`config.mk`:
```
export PLATFORM = sky130hd
export DESIGN_NAME = rr_arb4_flat
export DESIGN_NICKNAME = d
export VERILOG_FILES = /design/src/rtl/rr_arb4_pkg.sv /design/src/rtl/rr_arb4_if.sv /design/src/rtl/rr_arb4_dec2to4.sv /design/src/rtl/rr_arb4.sv /design/src/flat_wrapper.sv
export SDC_FILE = /design/constraint.sdc
export NUM_CORES = 1
export LEC_CHECK = 0
export CAP_MARGIN = 20
export CORE_MARGIN = 3
export CORE_UTILIZATION = 41
export DETAILED_ROUTE_END_ITERATION = 10
export PLACE_DENSITY = 0.79
export RECOVER_POWER = 100
export SYNTH_ARGS = -nofsm -noshare
export SYNTH_HDL_FRONTEND = slang
export SYNTH_SLANG_ARGS = --single-unit
```
`constraint.sdc`:
```
create_clock -name clk -period 1.3 [get_ports clk]
set_input_delay 0.13 -clock clk [delete_from_list [all_inputs] [get_ports clk]]
set_output_delay 0.13 -clock clk [all_outputs]
set_load 0.02 [all_outputs]
```
`src/rtl/rr_arb4_pkg.sv`:
```
// rr_arb4_pkg: shared types, constants and the rotating-priority search helper
// for the four-requester round-robin arbiter.
//   state_e     - arbiter FSM state (IDLE / GRANT)
//   arb_pick_t  - result of one arbitration search (found flag + winning index)
//   rr_pick()   - search req starting at last+1, wrapping mod N_REQ
package rr_arb4_pkg;

    localparam int unsigned N_REQ = 4;
    localparam int unsigned IDX_W = 2;

    // Pointer value after reset: client 0 becomes highest priority.
    localparam logic [IDX_W-1:0] LAST_RST = 2'd3;

    typedef enum logic {
        S_IDLE  = 1'b0,
        S_GRANT = 1'b1
    } state_e;

    typedef struct packed {
        logic             found;
        logic [IDX_W-1:0] idx;
    } arb_pick_t;

    // Scan last+4 down to last+1 so the earliest candidate in rotating order
    // is the one left standing; last+4 wraps to last itself.
    function automatic arb_pick_t rr_pick(input logic [N_REQ-1:0] req,
                                          input logic [IDX_W-1:0] last);
        arb_pick_t        res;
        logic [IDX_W-1:0] cand;
        res = '0;
        for (int i = int'(N_REQ); i >= 1; i--) begin
            cand = last + IDX_W'(i);
            if (req[cand]) begin
                res.found = 1'b1;
                res.idx   = cand;
            end
        end
        return res;
    endfunction

endpackage

```
`src/rtl/rr_arb4_if.sv`:
```
// rr_arb4_if: request/grant bundle between the clients and the arbiter.
//   req     - request lines, one per client
//   gnt     - one-hot grant (or zero)
//   gnt_idx - binary index of current / last grantee
//   busy    - high while a grant is held
//   timeout - one-cycle pulse when a grant is forcibly revoked
// Modports: master = client side, slave = arbiter side.
interface rr_arb4_if;
    import rr_arb4_pkg::*;

    logic [N_REQ-1:0] req;
    logic [N_REQ-1:0] gnt;
    logic [IDX_W-1:0] gnt_idx;
    logic             busy;
    logic             timeout;

    modport master (
        output req,
        input  gnt,
        input  gnt_idx,
        input  busy,
        input  timeout
    );

    modport slave (
        input  req,
        output gnt,
        output gnt_idx,
        output busy,
        output timeout
    );

endinterface

```
`src/rtl/rr_arb4_dec2to4.sv`:
```
// dec2to4: combinational 2-to-4 decoder with enable.
//   en - enable; when low, y is all zero
//   w  - binary select
//   y  - one-hot of w when enabled
module dec2to4 (
    input  logic       en,
    input  logic [1:0] w,
    output logic [3:0] y
);

    always_comb begin
        y = 4'b0000;
        if (en) begin
            y[w] = 1'b1;
        end
    end

endmodule

```
`src/rtl/rr_arb4.sv`:
```
// rr_arb4: four-requester round-robin arbiter with grant hold limit.
//   clk - clock, rising edge
//   rst - synchronous active-high reset
//   bus - rr_arb4_if.slave: req in; gnt, gnt_idx, busy, timeout out
// Parameters:
//   MAX_HOLD - maximum grant length in cycles (0 disables the limit)
//   CW       - hold counter width, 2**CW >= MAX_HOLD
module rr_arb4
    import rr_arb4_pkg::*;
#(
    parameter int unsigned MAX_HOLD = 8,
    parameter int unsigned CW       = 4
) (
    input  logic       clk,
    input  logic       rst,
    rr_arb4_if.slave   bus
);

    localparam bit          HOLD_EN = (MAX_HOLD != 0);
    // Saturation point of the hold counter; with no limit it just parks at all-ones.
    localparam logic [CW-1:0] CNT_MAX = HOLD_EN ? CW'(MAX_HOLD - 1) : {CW{1'b1}};

    state_e           state_q, state_d;
    logic [IDX_W-1:0] last_q,  last_d;
    logic [IDX_W-1:0] idx_q,   idx_d;
    logic [CW-1:0]    cnt_q,   cnt_d;
    logic             timeout_q, timeout_d;
    arb_pick_t        pick;

    assign pick = rr_pick(bus.req, last_q);

    // State and datapath registers.
    always_ff @(posedge clk) begin
        if (rst) begin
            state_q   <= S_IDLE;
            last_q    <= LAST_RST;
            idx_q     <= '0;
            cnt_q     <= '0;
            timeout_q <= 1'b0;
        end else begin
            state_q   <= state_d;
            last_q    <= last_d;
            idx_q     <= idx_d;
            cnt_q     <= cnt_d;
            timeout_q <= timeout_d;
        end
    end

    // Next-state: arbitrate in IDLE, hold / release / revoke in GRANT.
    always_comb begin
        state_d   = state_q;
        last_d    = last_q;
        idx_d     = idx_q;
        cnt_d     = cnt_q;
        timeout_d = 1'b0;
        unique case (state_q)
            S_IDLE: begin
                if (pick.found) begin
                    idx_d   = pick.idx;
                    last_d  = pick.idx;
                    cnt_d   = '0;
                    state_d = S_GRANT;
                end
            end
            S_GRANT: begin
                if (cnt_q != CNT_MAX) begin
                    cnt_d = cnt_q + CW'(1);
                end
                // Voluntary release takes precedence over the hold limit.
                if (!bus.req[idx_q]) begin
                    state_d = S_IDLE;
                end else if (HOLD_EN && (cnt_q == CNT_MAX)) begin
                    state_d   = S_IDLE;
                    timeout_d = 1'b1;
                end
            end
            default: begin
                state_d = S_IDLE;
            end
        endcase
    end

    // Grant vector is decoded from registered state only.
    dec2to4 u_dec (
        .en (state_q == S_GRANT),
        .w  (idx_q),
        .y  (bus.gnt)
    );

    assign bus.gnt_idx = idx_q;
    assign bus.busy    = (state_q == S_GRANT);
    assign bus.timeout = timeout_q;

endmodule

```
`src/flat_wrapper.sv`:
```
// flat-port wrapper written by rule: the top's interface ports become plain ports
module rr_arb4_flat import rr_arb4_pkg::*;
#(
    parameter int unsigned MAX_HOLD = 8,
    parameter int unsigned CW       = 4
)
  (clk, rst, bus_req, bus_gnt, bus_gnt_idx, bus_busy, bus_timeout);
  rr_arb4_if bus_i ();
  input  logic clk;
  input  logic rst;
  input wire logic [$bits(bus_i.req)-1:0] bus_req;
  output wire logic [$bits(bus_i.gnt)-1:0] bus_gnt;
  output wire logic [$bits(bus_i.gnt_idx)-1:0] bus_gnt_idx;
  output wire logic [$bits(bus_i.busy)-1:0] bus_busy;
  output wire logic [$bits(bus_i.timeout)-1:0] bus_timeout;
  assign bus_i.req = bus_req;
  assign bus_gnt = bus_i.gnt;
  assign bus_gnt_idx = bus_i.gnt_idx;
  assign bus_busy = bus_i.busy;
  assign bus_timeout = bus_i.timeout;
  rr_arb4 #(.MAX_HOLD(MAX_HOLD), .CW(CW)) u_core (.clk(clk), .rst(rst), .bus(bus_i));
endmodule
```
==> results.yml <==
# physical design summary
sta:
  final_max_slew_viol_count: 0
  setup_ws_ps: 50.8
  hold_viol: 0
  max_freq_mhz: 801
  fin_crit_ps: 1250
  worst_pin_slew_ps: 308
  finClkSkew_ps: 3.63
  setup_violations: 0
  slew_headroom_pct: 79.4
outcome:
  status: "completed"
finish:
  n_fill_cell: 113
  signal_buffers: 24
  layout.nets: 97
  drive_gt1_share_pct: 37.1
  insertedDiodeCount: 0
  largest_register_ffs: 4
  clkbuf_count: 4
  flop-count: 10
  final-clk-cell-share_pct: 4.33
  syn_to_final_growth_pct: 47.3
  fin_area_sq_um: 838
  buffer_area_share_pct: 22.4
  area.sequential_sq_um: 209
  largest_cell_class: "multi-input combinational cells"
  lay_top_cells: "buf_4, nor2_1, clkdlybuf4s50_1, dfxtp_1"
  layout_top_cell: "buf_4"
  comb_cells: 47
yosys:
  synthTopCellsByCount: "dfxtp_1, nor2_1, nor3_1"
  synthFlopType: "dfxtp_1"
  ys_cells: 63
  synth_async_sr_flop_share_pct: 0
  avgSynthCellArea_sq_um: 9.04
  syn_nets: 70
  top_area_share_pct: 35.2
  synth_cells: 63
  synth_cell_types: 33
  logic_family: "simple AND/OR/NAND/NOR gates"
  ys_area_sq_um: 569
  ys.warnings.count: 0
  synth_top_cell_by_area: "dfxtp_1"
  ys_seq_share_pct: 35.2
  top_cell: "dfxtp_1"
drt:
  dr.pass1.iters: 4
  drt_iter0_drc: 20
  met1_length_um: 607
  met3_length_um: 124
  antenna_left: 0
  drc: 0
  wl_per_cell_um: 14.2
  dr_wl_met2_um: 710
cts:
  cts_tree: "done"
  cts_buffers: 3
  cts_sinks: 10
  cts_resized: 12
  cts-root-buf: "clkbuf_4"
  cts_buffer_depth: 2
  ctsHoldBuffers: 0
die:
  num_io_pins: 14
  die_area_sq_um: 1870
  fp_util_pct: 47.4
  core-area_sq_um: 1200
  tap_cells: 14
grt:
  antenna_found_initial: 0
  grt_max_degree: 11
  grt_pass1_vias: 573
  busiest_layer: "met2"
pwr:
  p_sw_w: 0.000263
  clkPwrFrac_pct: 31.5
  combPwrFrac_pct: 26.4
  worst_ir_drop_vdd_mv: 0.773
  pwr.group.combinational_w: 0.000234
  intPower_w: 0.000621
  swShare_pct: 29.8
  largestPowerGroup: "registers"
min_path:
  hold_depth: 1
  hold_end: "u_core.cnt_q[1]"
  hold_class: "register to register"
  holdCritStartpoint: "u_core.cnt_q[1]"
placed_design:
  post-place-ws_ps: -163
  gp_congestion: 0.738
setup_path:
  timing.rr.start: "u_core.cnt_q[0]"
  critPathMaxFanout: 4
  max_stage_delay_ps: 350
  cp_data_arrival_time_ps: 1430
  crit_family: "simple AND/OR/NAND/NOR gates"
  reg2regPathDepth: 5
  worstSetupEndpoint: "u_core.cnt_q[2]"
  reg2reg_to: "u_core.cnt_q[2]"
run:
  maxCapViolations: 0
layer_met1.png
The bar under the picture is 10 um long.
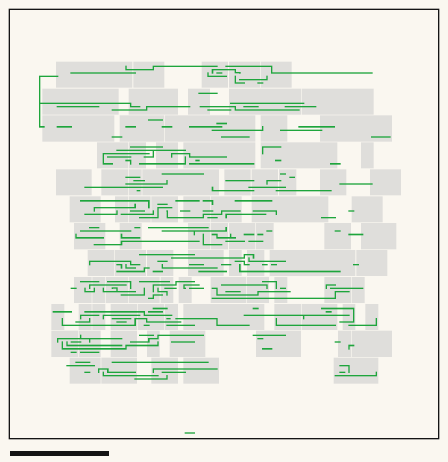
The wires run mostly horizontal. The layer carries 608 um of wire. The layer holds 42% of the routed length. 84 nets have wire on it. The longest straight run is 12.4 um.
routed wire length: 1460 um
met1 track demand over resource: 22.4%
via count: 591

layer_met2.png
The bar under the picture is 10 um long.
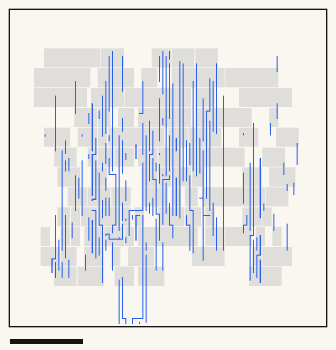
81 nets have wire on it. The longest straight run is 21.4 um. The layer carries 710 um of wire.
GR Util met2: 28.3%

layer_met3.png
The bar under the picture is 10 um long.
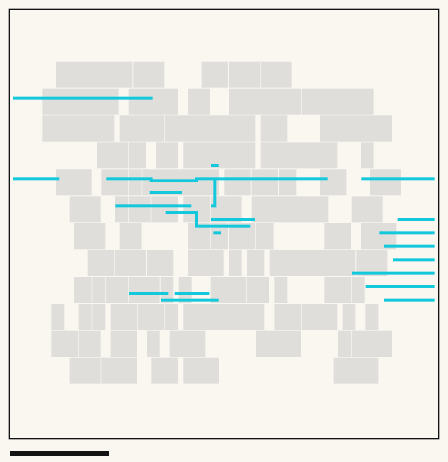
The wires run mostly horizontal. 18 nets have wire on it.
met3 Use GR: 6.78%

io_placement.png
The bar under the picture is 10 um long. Pins as bars across the die edge, other pins in gray.
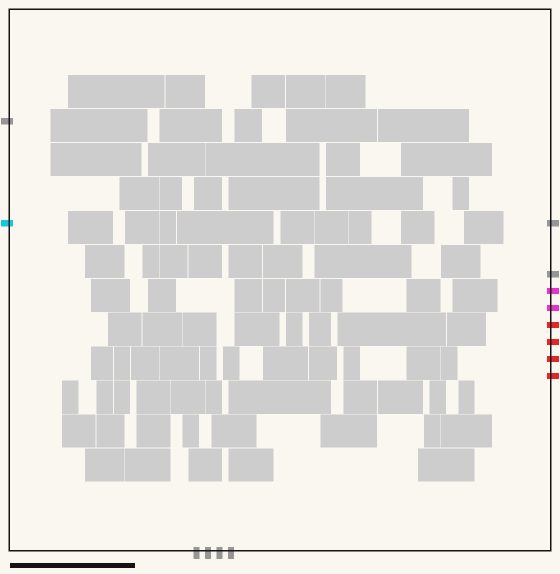
`bus_gnt_idx`: drawn in magenta, pins 2, direction output, edge east. `bus_gnt`: drawn in red, pins 4, direction output, edge east. `rst`: drawn in cyan, pins 1, direction input, edge west.
die extent in x: 43.3 um
IO Port Bufs: 13

No activity file was given, so power comes from the tool's default toggle rates.
